**config.mk**
```make
export PLATFORM = sky130hd
export DESIGN_NAME = bf2_stage_pipe
export DESIGN_NICKNAME = d
export VERILOG_FILES = /design/src/rtl/bf2_pkg.sv /design/src/rtl/bf2_pair.sv /design/src/rtl/bf2_stage_pipe.sv
export SDC_FILE = /design/constraint.sdc
export NUM_CORES = 1
export LEC_CHECK = 0
export CAP_MARGIN = 20
export CORE_MARGIN = 5
export CORE_UTILIZATION = 35
export CTS_CLUSTER_DIAMETER = 150
export DETAILED_ROUTE_END_ITERATION = 6
export MAX_ROUTING_LAYER = met4
export PLACE_DENSITY = 0.63
export SYNTH_ARGS = -nofsm -noshare
export SYNTH_HDL_FRONTEND = slang
export SYNTH_SLANG_ARGS = --single-unit
```
**constraint.sdc**
```tcl
create_clock -name clk -period 1.9 [get_ports clk]
set_input_delay 0.285 -clock clk [delete_from_list [all_inputs] [get_ports clk]]
set_output_delay 0.285 -clock clk [all_outputs]
set_load 0.02 [all_outputs]
```
**src/rtl/bf2_pkg.sv**
```systemverilog
// Shared radix-2 stage definitions: frame counter width and lane-pairing index math.
// No logic, no latency; consumed by bf2_stage_pipe and its testbench.
package bf2_pkg;

    localparam int FRAME_CNT_W = 16;

    typedef logic [FRAME_CNT_W-1:0] frame_cnt_t;

    // Lane 'a' of pair i in group g; its partner 'b' sits exactly one stride above.
    function automatic int pair_lane_a(input int g, input int i, input int offset);
        return g * 2 * offset + i;
    endfunction

    function automatic int pair_lane_b(input int g, input int i, input int offset);
        return pair_lane_a(g, i, offset) + offset;
    endfunction

endpackage

```
**src/rtl/bf2_pair.sv**
```systemverilog
// One a/b butterfly (a+b, a-b) on a single rail with optional round-half-up halving.
// Purely combinational; no flow control.
module bf2_pair #(
    parameter int WIDTH = 9
) (
    input  logic signed [WIDTH-1:0] a,
    input  logic signed [WIDTH-1:0] b,
    input  logic                    scale,
    output logic signed [WIDTH:0]   sum,
    output logic signed [WIDTH:0]   dif
);

    logic signed [WIDTH:0] a_ext;
    logic signed [WIDTH:0] b_ext;
    logic signed [WIDTH:0] sum_raw;
    logic signed [WIDTH:0] dif_raw;

    // (x+1)>>>1 rewritten as (x>>>1)+x[0]: identical result, never leaves WIDTH+1 bits.
    function automatic logic signed [WIDTH:0] halve_round(input logic signed [WIDTH:0] x);
        return (x >>> 1) + $signed({{WIDTH{1'b0}}, x[0]});
    endfunction

    assign a_ext   = {a[WIDTH-1], a};
    assign b_ext   = {b[WIDTH-1], b};
    assign sum_raw = a_ext + b_ext;
    assign dif_raw = a_ext - b_ext;

    assign sum = scale ? halve_round(sum_raw) : sum_raw;
    assign dif = scale ? halve_round(dif_raw) : dif_raw;

endmodule

```
**src/rtl/bf2_stage_pipe.sv**
```systemverilog
// Radix-2 butterfly stage over DEPTH I/Q lanes, stride OFFSET, one output register; 1-cycle latency.
// Full-throughput valid/ready: in_ready = ~out_valid | out_ready, forced low by clr. Option: BF2_SCALE_EN.
module bf2_stage_pipe
    import bf2_pkg::*;
#(
    parameter int WIDTH  = 9,
    parameter int DEPTH  = 16,
    parameter int OFFSET = 2
) (
    input  logic                    clk,
    input  logic                    rst_n,
    input  logic                    clr,
    input  logic                    in_valid,
    output logic                    in_ready,
    input  logic                    in_last,
    input  logic signed [WIDTH-1:0] din_R [DEPTH],
    input  logic signed [WIDTH-1:0] din_Q [DEPTH],
`ifdef BF2_SCALE_EN
    input  logic                    scale,
`endif
    output logic                    out_valid,
    input  logic                    out_ready,
    output logic                    out_last,
    output logic signed [WIDTH:0]   dout_R [DEPTH],
    output logic signed [WIDTH:0]   dout_Q [DEPTH],
    output logic [FRAME_CNT_W-1:0]  frame_cnt
);

    localparam int GROUPS = DEPTH / (2 * OFFSET);

    if (OFFSET < 1 || (DEPTH % (2 * OFFSET)) != 0) begin : g_bad_cfg
        $error("bf2_stage_pipe: DEPTH must be a non-zero multiple of 2*OFFSET");
    end

    logic                  scale_sel;
    logic                  in_hs;
    logic                  out_hs;
    logic signed [WIDTH:0] res_r [DEPTH];
    logic signed [WIDTH:0] res_q [DEPTH];

`ifdef BF2_SCALE_EN
    assign scale_sel = scale;
`else
    assign scale_sel = 1'b0;
`endif

    assign in_ready = ~clr & (~out_valid | out_ready);
    assign in_hs    = in_valid & in_ready;
    assign out_hs   = out_valid & out_ready;

    for (genvar g = 0; g < GROUPS; g++) begin : g_grp
        for (genvar i = 0; i < OFFSET; i++) begin : g_pair
            localparam int LA = pair_lane_a(g, i, OFFSET);
            localparam int LB = pair_lane_b(g, i, OFFSET);

            bf2_pair #(.WIDTH(WIDTH)) u_pair_r (
                .a     (din_R[LA]),
                .b     (din_R[LB]),
                .scale (scale_sel),
                .sum   (res_r[LA]),
                .dif   (res_r[LB])
            );

            bf2_pair #(.WIDTH(WIDTH)) u_pair_q (
                .a     (din_Q[LA]),
                .b     (din_Q[LB]),
                .scale (scale_sel),
                .sum   (res_q[LA]),
                .dif   (res_q[LB])
            );
        end
    end

    // Data and control share one register so a held bundle never tears under backpressure.
    always_ff @(posedge clk or negedge rst_n) begin
        if (!rst_n) begin
            out_valid <= 1'b0;
            out_last  <= 1'b0;
            frame_cnt <= '0;
            for (int k = 0; k < DEPTH; k++) begin
                dout_R[k] <= '0;
                dout_Q[k] <= '0;
            end
        end else if (clr) begin
            out_valid <= 1'b0;
            out_last  <= 1'b0;
            frame_cnt <= '0;
        end else begin
            if (in_hs) begin
                out_valid <= 1'b1;
                out_last  <= in_last;
                dout_R    <= res_r;
                dout_Q    <= res_q;
            end else if (out_hs) begin
                out_valid <= 1'b0;
            end
            if (out_hs && out_last) begin
                frame_cnt <= frame_cnt + FRAME_CNT_W'(1);
            end
        end
    end

endmodule

```
layers.png
(1 px per micron) Two of the layers only.
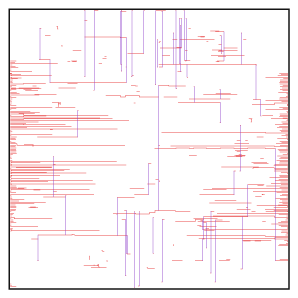
Key: purple = M4 [wire length 2,290 microns]; red = M3 [wire length 6,630 microns]

pinout.png
(1.5 px per micron) Pins as bars across the die edge, other pins in grey.
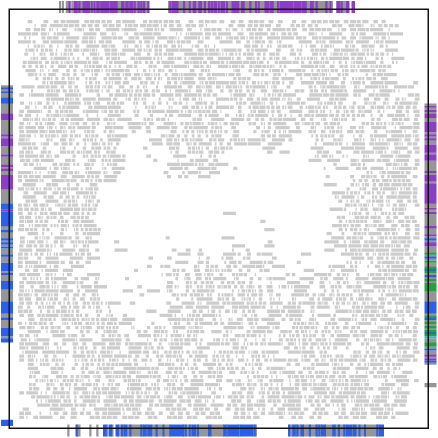
Key: cyan = out_valid [pins 1, direction output, edge east]; green = frame_cnt [pins 16, direction output, edge east]; purple = dout_Q [pins 160, direction output, edge 101 north, 40 east, 19 west]; blue = din_R [pins 144, direction input, edge 85 south, 45 west, 14 east]
All pins by edge: 191 north, 183 south, 130 east, 129 west.

clock_nets.png
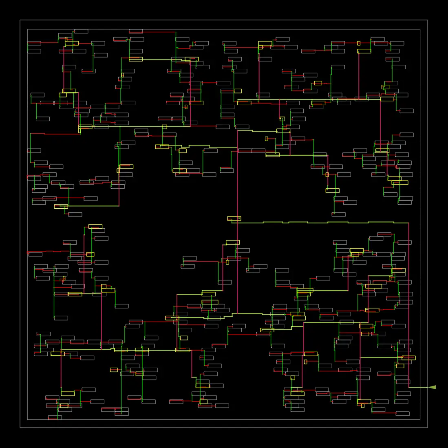
Clock Power: 8.81 mW
CLK BUF: 65
CTS buffer count: 44
Sink Count: 322

==> impl_metrics.ini <==
; generated from flow reports
[clocking]
cts_tree = done
cts_max_level = 2
root_buffer = clkbuf_16
post_cts_buffers = 0
clk_pin_slew_ns = 0.06
cts_resized = 193
clkLatencyLatePin_ns = 0.57

[floorplan]
num_io_pins = 633
fp.dieH_microns = 278
std_cell_rows = 98
core-area_sq_um = 71500
fp-utilization_pct = 35.3

[final_timing]
setup-violations-final = 27
maxSlewHeadroom_pct = 66.2
rsz0062_at_grt = true
finalSetupTns_ns = -1.37
worstMarginPinSlew_ns = 0.501
hold_viol = 0
max_freq_mhz = 494
maxSlewViolCount = 0
setup_ws_ns = -0.124
fin_skew_ns = 0.0124

[setup_path]
crit_path_max_fanout = 5
slowest_stage = or3b_4
cp-endpoint = dout_Q[158]
rrSetupSlack_ns = -0.12
crit_type = reg2reg
worstPathArrival_ns = 2.53
worstPathRequired_ns = 2.41
r2r_cells = 6
cpPeakStageDelay_ns = 0.52
cp_cell_sequence = nor2b_4 -> or3b_4 -> buf_12 -> or3_4 -> mux2_4 -> nand3_2
r2r-end = dout_Q[158]
r2r-start = out_valid
crit_path_end_kind = flip-flop

[synthesis]
syn_avg_cell_area_sq_um = 8.43
syn_inst = 2988
ys_chip_area_sq_um = 25200
top_area_cell = dfrtp_1
simple_gate_share_pct = 18.7
synth_flops = 322
async_reset_ff_share_pct = 100
mux_share_pct = 1.18
ys_cells = 2988
synthFlopType = dfrtp_1
ys_seq_share_pct = 32.0
ys_types = 60
yosys.area.top_type_share_pct = 32.0
synth_nets = 3603
ys_top_cells_by_area = dfrtp_1 32%, ha_1 14%, o21ai_0 5.4%
top_logic_kind = AND-OR/OR-AND gates
synth_adder_area_share_pct = 16.9
synth.cell_area_sq_um = 25200

[status]
status = finished with violations
violations = setup timing

[global_route]
grt_pass1_wl_microns = 144000
gr-usage-all-layers_pct = 23.6
grt_pass1_vias = 25500
antenna_found_initial = 14
grt-ovfl-total = 0
grt_start_max_net_pins = 56

[layout]
fill_cells = 6472
areaGrowthSynthToFinish_pct = 61.1
fin_nets = 4810
drive_gt1_share_pct = 23.0

[routing]
drc = 0
drt_iter0_markers = 1314
vias = 26100
totalWireLength_microns = 98200
ant_nets = 0
wl_per_cell_microns = 18.9
dr.pass1.iters = 5

[worst_hold_path]
hp-class = in2reg

[job]
maxCapViolations = 0

[power]
p_clk_share_pct = 28.2
peakVddDrop_mv = 0.670
power.switching_mw = 11.4
switching_share_pct = 36.4
power.density_nw_per_um2 = 770
p_int_mw = 19.9
pwr-share-comb_pct = 42.3
leakage_nw = 20.0

[placed_design]
numPortBuffers = 632
place_congestion = 0.918
flip-flops by register name, indices dropped and copies added (netlist names):
signal	flops
dout_Q	152
out_last	1
frame_cnt	16
dout_R	152
out_valid	1
power groups by stage:
stage          Combinational, mW  Sequential, mW  Clock, mW
2_1_floorplan               4.34            10.8          0
3_3_place_gp                13.0            9.34          0
3_5_place_dp                13.1            9.34          0
4_1_cts                     12.7            9.23       9.04
5_1_grt                     14.2            9.38       9.32
6_report                    13.2            9.24       8.81
placed cells by master (no fill, tap or decap), types with 42 or more instances in the layout:
| cell | count |
|---|---|
| nand2_1 | 284 |
| ha_1 | 280 |
| nor3_1 | 64 |
| xnor2_1 | 70 |
| buf_4 | 639 |
| o21ai_0 | 234 |
| clkdlybuf4s50_1 | 392 |
| dfrtp_1 | 321 |
| clkbuf_16 | 58 |
| a21oi_1 | 151 |
| nand3_1 | 68 |
| or3_1 | 42 |
| nor2_1 | 157 |
| dlygate4sd2_1 | 170 |
| xor2_1 | 50 |
| nand2b_1 | 104 |
| inv_1 | 284 |
| dlymetal6s2s_1 | 68 |
synthesized netlist by cell type (25+ instances only):
library cell / n
dfrtp_1: 322
nand2_1: 290
ha_1: 289
inv_1: 284
o21ai_0: 271
a21oi_1: 161
nor2_1: 161
clkbuf_1: 126
nand2b_1: 110
nor3_1: 80
nand3_1: 73
xnor2_1: 70
a211oi_1: 57
xor2_1: 50
or3_1: 43
nor3b_1: 39
o31ai_1: 38
and3_1: 35
a21boi_0: 33
fa_1: 32
o21bai_1: 32
o31a_1: 30
a221oi_1: 28
a31oi_1: 28
nor2b_1: 28
buf_2: 25
stage by stage:
step	hold WS (ns)	worst slack [ns]	area, sq um	power, mW	std cells
after floorplan	-0.0106	0.00175	25200	15.2	2988
after global placement	0.211	-0.712	37100	22.3	5056
after detailed placement	0.213	-0.775	37100	22.4	5056
after CTS	0.195	-0.0937	38600	30.9	5140
after global routing	0.133	-0.145	40600	33.0	5193
final	0.101	-0.124	40600	31.3	5194
worst max-delay path: cells and delay by family (launching register included):
kind	cells	cell delay [ns]
buffers and inverters	1	0.20
DFF	1	0.40
muxes	1	0.27
and+or+nand+nor	4	1.07
layout make-up:
type	count	area (sq um)	area share [%]
clock buffers	65	1340	3.30
flip-flops and latches	322	8060	19.9
repair buffers	1341	12400	30.4
inverters	284	1070	2.63
clock inverters	16	196	0.484
diodes	14	35.0	0.0863
multi-input cells	2202	16300	40.3
well taps	950	1190	2.93
worst min path at each step:
stage / to / slack (ns) / from / cells after the start
6_report: dout_Q[40] / 0.10 / din_Q[36] / 3
5_1_grt: dout_Q[40] / 0.13 / din_Q[36] / 3
4_1_cts: dout_R[84] / 0.20 / rst_n / 2
3_5_place_dp: dout_R[84] / 0.21 / rst_n / 1
3_3_place_gp: dout_R[82] / 0.21 / rst_n / 1
2_1_floorplan: dout_Q[100] / -0.01 / rst_n / 0
metal layers:
metal	global-route usage, %	share of wire (%)	routed length [microns]
met2	39.4	49	47900
met3	6.07	6.8	6630
met1	28.6	42	41400
met5	-	0	0
met4	5.96	2.3	2290
Power figures rest on the tool's default switching activity, not on a simulated workload.
